**config.mk**
```make
export PLATFORM = sky130hd
export DESIGN_NAME = hazard_stall_ctrl_flat
export DESIGN_NICKNAME = d
export VERILOG_FILES = /design/src/rtl/hazard_stall_ctrl_if.sv /design/src/rtl/hazard_stall_ctrl.sv /design/src/flat_wrapper.sv
export SDC_FILE = /design/constraint.sdc
export NUM_CORES = 1
export LEC_CHECK = 0
export CAP_MARGIN = 0
export CORE_ASPECT_RATIO = 2
export CORE_MARGIN = 5
export CORE_UTILIZATION = 38
export DETAILED_ROUTE_END_ITERATION = 12
export PLACE_DENSITY = 0.88
export SLEW_MARGIN = 0
export SYNTH_ARGS = -nofsm -noshare
export SYNTH_HDL_FRONTEND = slang
export SYNTH_SLANG_ARGS = --single-unit
export TNS_END_PERCENT = 50
```
**constraint.sdc**
```tcl
create_clock -name clk -period 4.2 [get_ports clk]
set_clock_uncertainty 0.05 [all_clocks]
set_input_delay 0.84 -clock clk [delete_from_list [all_inputs] [get_ports clk]]
set_output_delay 0.84 -clock clk [all_outputs]
set_load 0.01 [all_outputs]
```
**src/rtl/hazard_stall_ctrl_if.sv**
```systemverilog
// Hazard-control bundle between the MIPS pipeline (master) and hazard_stall_ctrl (slave).
interface hazard_stall_ctrl_if;
  localparam int unsigned REG_W = 5;
  localparam int unsigned CNT_W = 32;

  logic             IDEX_memread_ctrl;
  logic [REG_W-1:0] IDEX_reg_rt;
  logic [REG_W-1:0] IFID_reg_rs;
  logic [REG_W-1:0] IFID_reg_rt;
  logic             IFID_uses_rt;
  logic             branch_taken;
  logic             dmem_req;
  logic             dmem_ready;
  logic             pc_write_en;
  logic             IFID_write_en;
  logic             IDEX_bubble;
  logic             IFID_flush;
  logic             pipe_freeze;
  logic             mem_timeout_err;
  logic [CNT_W-1:0] lu_stall_cnt;
  logic [CNT_W-1:0] mem_stall_cnt;

  modport master (
    output IDEX_memread_ctrl, IDEX_reg_rt, IFID_reg_rs, IFID_reg_rt, IFID_uses_rt,
           branch_taken, dmem_req, dmem_ready,
    input  pc_write_en, IFID_write_en, IDEX_bubble, IFID_flush, pipe_freeze,
           mem_timeout_err, lu_stall_cnt, mem_stall_cnt
  );

  modport slave (
    input  IDEX_memread_ctrl, IDEX_reg_rt, IFID_reg_rs, IFID_reg_rt, IFID_uses_rt,
           branch_taken, dmem_req, dmem_ready,
    output pc_write_en, IFID_write_en, IDEX_bubble, IFID_flush, pipe_freeze,
           mem_timeout_err, lu_stall_cnt, mem_stall_cnt
  );
endinterface

```
**src/rtl/hazard_stall_ctrl.sv**
```systemverilog
// Load-use stall, memory-wait freeze and branch flush control with a timeout-guarded wait FSM.
// Optional stall counters are built when HAZARD_STALL_CNT_EN is defined; otherwise they read 0.
module hazard_stall_ctrl #(
  parameter int unsigned MEM_TIMEOUT = 64
) (
  input  logic               clk,
  input  logic               rst,
  hazard_stall_ctrl_if.slave hz
);
  localparam int unsigned WCNT_W = 8;
  localparam int unsigned CNT_W  = 32;

  typedef enum logic [1:0] {RUN, MEM_WAIT, ERR} state_e;

  state_e              state_q, state_d;
  logic [WCNT_W-1:0]   wcnt_q, wcnt_d;
  logic                lu, mw;
  logic                pc_we, ifid_we, bubble, flush, freeze, err;

  assign lu = hz.IDEX_memread_ctrl && (hz.IDEX_reg_rt != '0) &&
              ((hz.IDEX_reg_rt == hz.IFID_reg_rs) ||
               (hz.IFID_uses_rt && (hz.IDEX_reg_rt == hz.IFID_reg_rt)));
  assign mw = hz.dmem_req && !hz.dmem_ready;

  always_ff @(posedge clk) begin
    if (rst) begin
      state_q <= RUN;
      wcnt_q  <= '0;
    end else begin
      state_q <= state_d;
      wcnt_q  <= wcnt_d;
    end
  end

  // Next state and same-cycle stall/flush controls; freeze outranks load-use, which outranks flush.
  always_comb begin
    state_d = state_q;
    wcnt_d  = wcnt_q;
    pc_we   = 1'b1;
    ifid_we = 1'b1;
    bubble  = 1'b0;
    flush   = 1'b0;
    freeze  = 1'b0;
    err     = 1'b0;
    if (rst) begin
      pc_we   = 1'b0;
      ifid_we = 1'b0;
      bubble  = 1'b1;
      flush   = 1'b1;
    end else begin
      unique case (state_q)
        RUN: begin
          if (mw) begin
            freeze  = 1'b1;
            pc_we   = 1'b0;
            ifid_we = 1'b0;
            state_d = MEM_WAIT;
            wcnt_d  = WCNT_W'(1);
          end else if (lu) begin
            pc_we   = 1'b0;
            ifid_we = 1'b0;
            bubble  = 1'b1;
          end else if (hz.branch_taken) begin
            flush = 1'b1;
          end
        end
        MEM_WAIT: begin
          if (!hz.dmem_ready) begin
            freeze  = 1'b1;
            pc_we   = 1'b0;
            ifid_we = 1'b0;
            wcnt_d  = wcnt_q + WCNT_W'(1);
            if (wcnt_q == WCNT_W'(MEM_TIMEOUT)) state_d = ERR;
          end else begin
            state_d = RUN;
            wcnt_d  = '0;
          end
        end
        ERR: begin
          freeze  = 1'b1;
          pc_we   = 1'b0;
          ifid_we = 1'b0;
          err     = 1'b1;
        end
        default: state_d = RUN;
      endcase
    end
  end

  assign hz.pc_write_en     = pc_we;
  assign hz.IFID_write_en   = ifid_we;
  assign hz.IDEX_bubble     = bubble;
  assign hz.IFID_flush      = flush;
  assign hz.pipe_freeze     = freeze;
  assign hz.mem_timeout_err = err;

`ifdef HAZARD_STALL_CNT_EN
  logic [CNT_W-1:0] lu_cnt_q, lu_cnt_d, mem_cnt_q, mem_cnt_d;

  // Saturating event counters.
  always_comb begin
    lu_cnt_d  = lu_cnt_q;
    mem_cnt_d = mem_cnt_q;
    if (bubble && (lu_cnt_q != '1))  lu_cnt_d  = lu_cnt_q + CNT_W'(1);
    if (freeze && (mem_cnt_q != '1)) mem_cnt_d = mem_cnt_q + CNT_W'(1);
  end

  always_ff @(posedge clk) begin
    if (rst) begin
      lu_cnt_q  <= '0;
      mem_cnt_q <= '0;
    end else begin
      lu_cnt_q  <= lu_cnt_d;
      mem_cnt_q <= mem_cnt_d;
    end
  end

  assign hz.lu_stall_cnt  = lu_cnt_q;
  assign hz.mem_stall_cnt = mem_cnt_q;
`else
  assign hz.lu_stall_cnt  = '0;
  assign hz.mem_stall_cnt = '0;
`endif
endmodule

```
**src/flat_wrapper.sv**
```systemverilog
// flat-port wrapper written by rule: the top's interface ports become plain ports
module hazard_stall_ctrl_flat 
#(
  parameter int unsigned MEM_TIMEOUT = 64
)
  (clk, rst, hz_IDEX_memread_ctrl, hz_IDEX_reg_rt, hz_IFID_reg_rs, hz_IFID_reg_rt, hz_IFID_uses_rt, hz_branch_taken, hz_dmem_req, hz_dmem_ready, hz_pc_write_en, hz_IFID_write_en, hz_IDEX_bubble, hz_IFID_flush, hz_pipe_freeze, hz_mem_timeout_err, hz_lu_stall_cnt, hz_mem_stall_cnt);
  hazard_stall_ctrl_if hz_i ();
  input  logic clk;
  input  logic rst;
  input wire logic [$bits(hz_i.IDEX_memread_ctrl)-1:0] hz_IDEX_memread_ctrl;
  input wire logic [$bits(hz_i.IDEX_reg_rt)-1:0] hz_IDEX_reg_rt;
  input wire logic [$bits(hz_i.IFID_reg_rs)-1:0] hz_IFID_reg_rs;
  input wire logic [$bits(hz_i.IFID_reg_rt)-1:0] hz_IFID_reg_rt;
  input wire logic [$bits(hz_i.IFID_uses_rt)-1:0] hz_IFID_uses_rt;
  input wire logic [$bits(hz_i.branch_taken)-1:0] hz_branch_taken;
  input wire logic [$bits(hz_i.dmem_req)-1:0] hz_dmem_req;
  input wire logic [$bits(hz_i.dmem_ready)-1:0] hz_dmem_ready;
  output wire logic [$bits(hz_i.pc_write_en)-1:0] hz_pc_write_en;
  output wire logic [$bits(hz_i.IFID_write_en)-1:0] hz_IFID_write_en;
  output wire logic [$bits(hz_i.IDEX_bubble)-1:0] hz_IDEX_bubble;
  output wire logic [$bits(hz_i.IFID_flush)-1:0] hz_IFID_flush;
  output wire logic [$bits(hz_i.pipe_freeze)-1:0] hz_pipe_freeze;
  output wire logic [$bits(hz_i.mem_timeout_err)-1:0] hz_mem_timeout_err;
  output wire logic [$bits(hz_i.lu_stall_cnt)-1:0] hz_lu_stall_cnt;
  output wire logic [$bits(hz_i.mem_stall_cnt)-1:0] hz_mem_stall_cnt;
  assign hz_i.IDEX_memread_ctrl = hz_IDEX_memread_ctrl;
  assign hz_i.IDEX_reg_rt = hz_IDEX_reg_rt;
  assign hz_i.IFID_reg_rs = hz_IFID_reg_rs;
  assign hz_i.IFID_reg_rt = hz_IFID_reg_rt;
  assign hz_i.IFID_uses_rt = hz_IFID_uses_rt;
  assign hz_i.branch_taken = hz_branch_taken;
  assign hz_i.dmem_req = hz_dmem_req;
  assign hz_i.dmem_ready = hz_dmem_ready;
  assign hz_pc_write_en = hz_i.pc_write_en;
  assign hz_IFID_write_en = hz_i.IFID_write_en;
  assign hz_IDEX_bubble = hz_i.IDEX_bubble;
  assign hz_IFID_flush = hz_i.IFID_flush;
  assign hz_pipe_freeze = hz_i.pipe_freeze;
  assign hz_mem_timeout_err = hz_i.mem_timeout_err;
  assign hz_lu_stall_cnt = hz_i.lu_stall_cnt;
  assign hz_mem_stall_cnt = hz_i.mem_stall_cnt;
  hazard_stall_ctrl #(.MEM_TIMEOUT(MEM_TIMEOUT)) u_core (.clk(clk), .rst(rst), .hz(hz_i));
endmodule
```
Fig. 1: wiring heat map
The bar under the picture is 20 um long. The die is cut into 10 by 18 equal tiles; dark blue is low, red is high, scaled to the fullest tile. Values are wire area over tile area, all layers added.
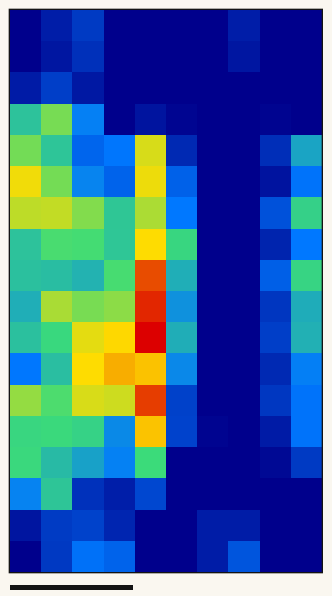
densest ninth of the die	middle left
tiles over half the peak	17%
emptiest ninth of the die	upper right
nearly empty tiles	36%
mean over tiles	0.10
fullest tile	0.44
drt wl/cell: 13.14 um
via count: 976
wirelength, routed: 2786 um

Fig. 2: cell density map
The bar under the picture is 20 um long. The die is cut into 5 by 9 equal tiles; dark blue is low, red is high, 0 to 100% covered.
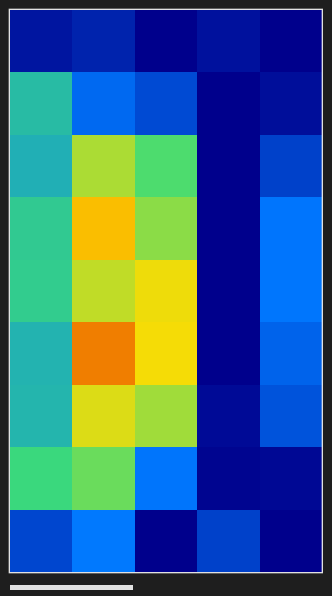
nearly empty tiles	24%
mean over tiles	28%
fullest tile	86%
emptiest ninth of the die	upper right
tiles over 75% full	4.4%
Core Box Area: 3193 sq um
FP Core Util: 39.62%
post-route core utilization: 42.75%

Fig. 3: drive-strength map
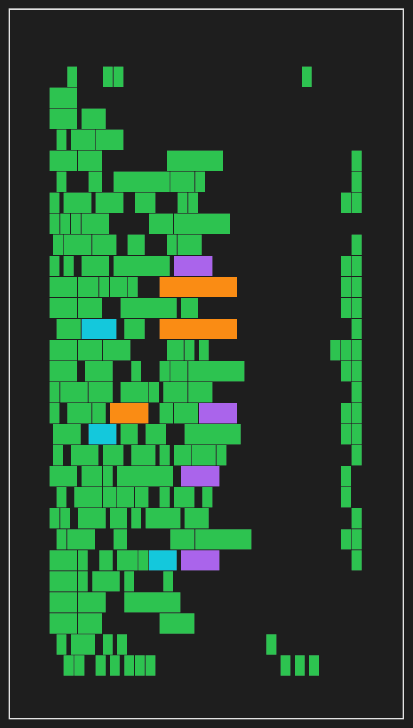
colour	size	cells	share
cyan	_2 cells	3	1.7%
orange	_3 and _4 cells	3	1.7%
purple	_6 and larger	4	2.2%
green	_0 and _1 cells	171	94%

Fig. 4: routing congestion
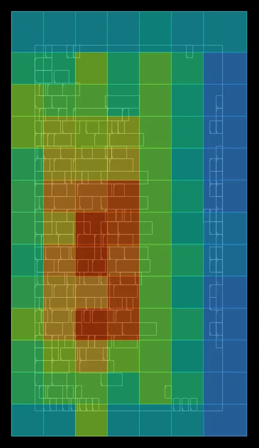
met1 Usage GRT: 8.424%
Tot GR Track Use: 11.32%

Fig. 5: placement by cell class
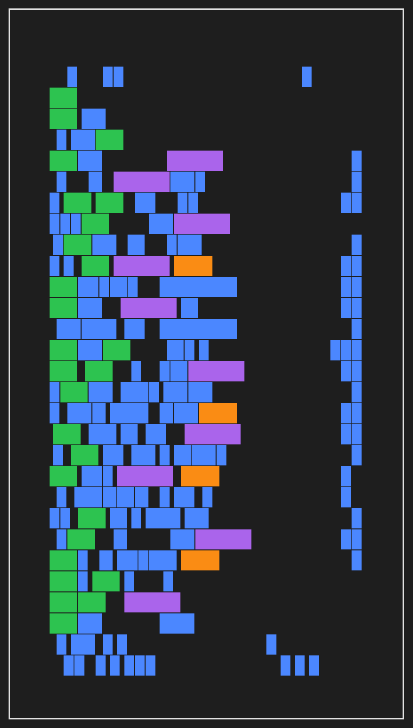
colour	class	cells
green	other buffers and delay cells	27
blue	combinational and other logic	140
orange	clock drivers and dummy loads	4
purple	flops	10
flop share of the area: 14.67%
post-route design area: 1365 sq um
FP Rows: 29

==> flow_summary.toml <==
# synthesis and place-and-route metrics
[pwr]
p_total_mw = 0.3129
pg_seq_mw = 0.0989
comb-power_mw = 0.0894
clock_power_share_pct = 39.8
combPwrFrac_pct = 28.6

[yosys]
ys_seq_share_pct = 15.83
synth_flops = 10
synth_top_area_share_pct = 38.58
yosys.area.top_type = "buf_4"
ys_sh_xor_pct = 11.08
async_flop_share_pct = 0

[clocking]
numCtsBuffers = 3
cts_resized = 0
cts_setup_buffers = 0
clockBufferDepth = 2
cts.clk_slew.worst_paths_ps = 50
cts_tree = "done"
cts_hold_buf = 0

[finish]
num-multi-input-gates = 136
clk_share_pct = 4.033
nClkBuffers = 4
comb_area_share_pct = 57.56

[global_route]
met2_usage_pct = 22.82
grt_start_max_net_pins = 15

[sta]
holdWs_ps = 510.7
fin_setup_tns_ps = 0
finalHoldViolCount = 0

[placed_design]
place_hpwl_um = 2401
place_area_sq_um = 1310
routabilityCongestion = 0.8058
dp.cells = 208

[outcome]
outcome = "complete, no violations"

[worst_setup_path]
slowest_stage = "or4_1"
cp.buffers_inverters = 2
path_class = "primary input to output port"
slowest_delay_ps = 560
cp_data_arrival_time_ps = 2820
crit_required_ps = 3310
path_cells = "clkdlybuf4s50_1 -> or4_1 -> o21ai_1 -> o311a_1 -> clkdlybuf4s50_1"

[detailed_routing]
met3_length_um = 352
wl_met1_um = 763
drt_iter0_markers = 20

[floorplanning]
ios = 92
==> path summary, 6_finish.rpt <==
| path | to | start |
|---|---|---|
| max | hz_IFID_write_en | hz_IDEX_reg_rt[1] |
| min | u_core.wcnt_q[6] | u_core.wcnt_q[6] |
| max reg2reg | u_core.state_q[0] | u_core.state_q[0] |
| min reg2reg | u_core.wcnt_q[6] | u_core.wcnt_q[6] |
==> registers in the layout (all words and copies together), names as in the netlist <==
name / cells
u_core.state_q: 2
u_core.wcnt_q: 8
==> kinds of logic after synthesis <==
family          Yosys count
compound gates           21
xor+xnor                 16
fa+ha+maj                 2
buf+inv                  72
flops                    10
other cells               1
simple gates             33
==> worst register-to-register path, cell delays in order (launching register included) <==
cell	delay (ps)
dfxtp_1	570
inv_1	260
nor4_1	320
nand4_1	160
nor3b_1	160
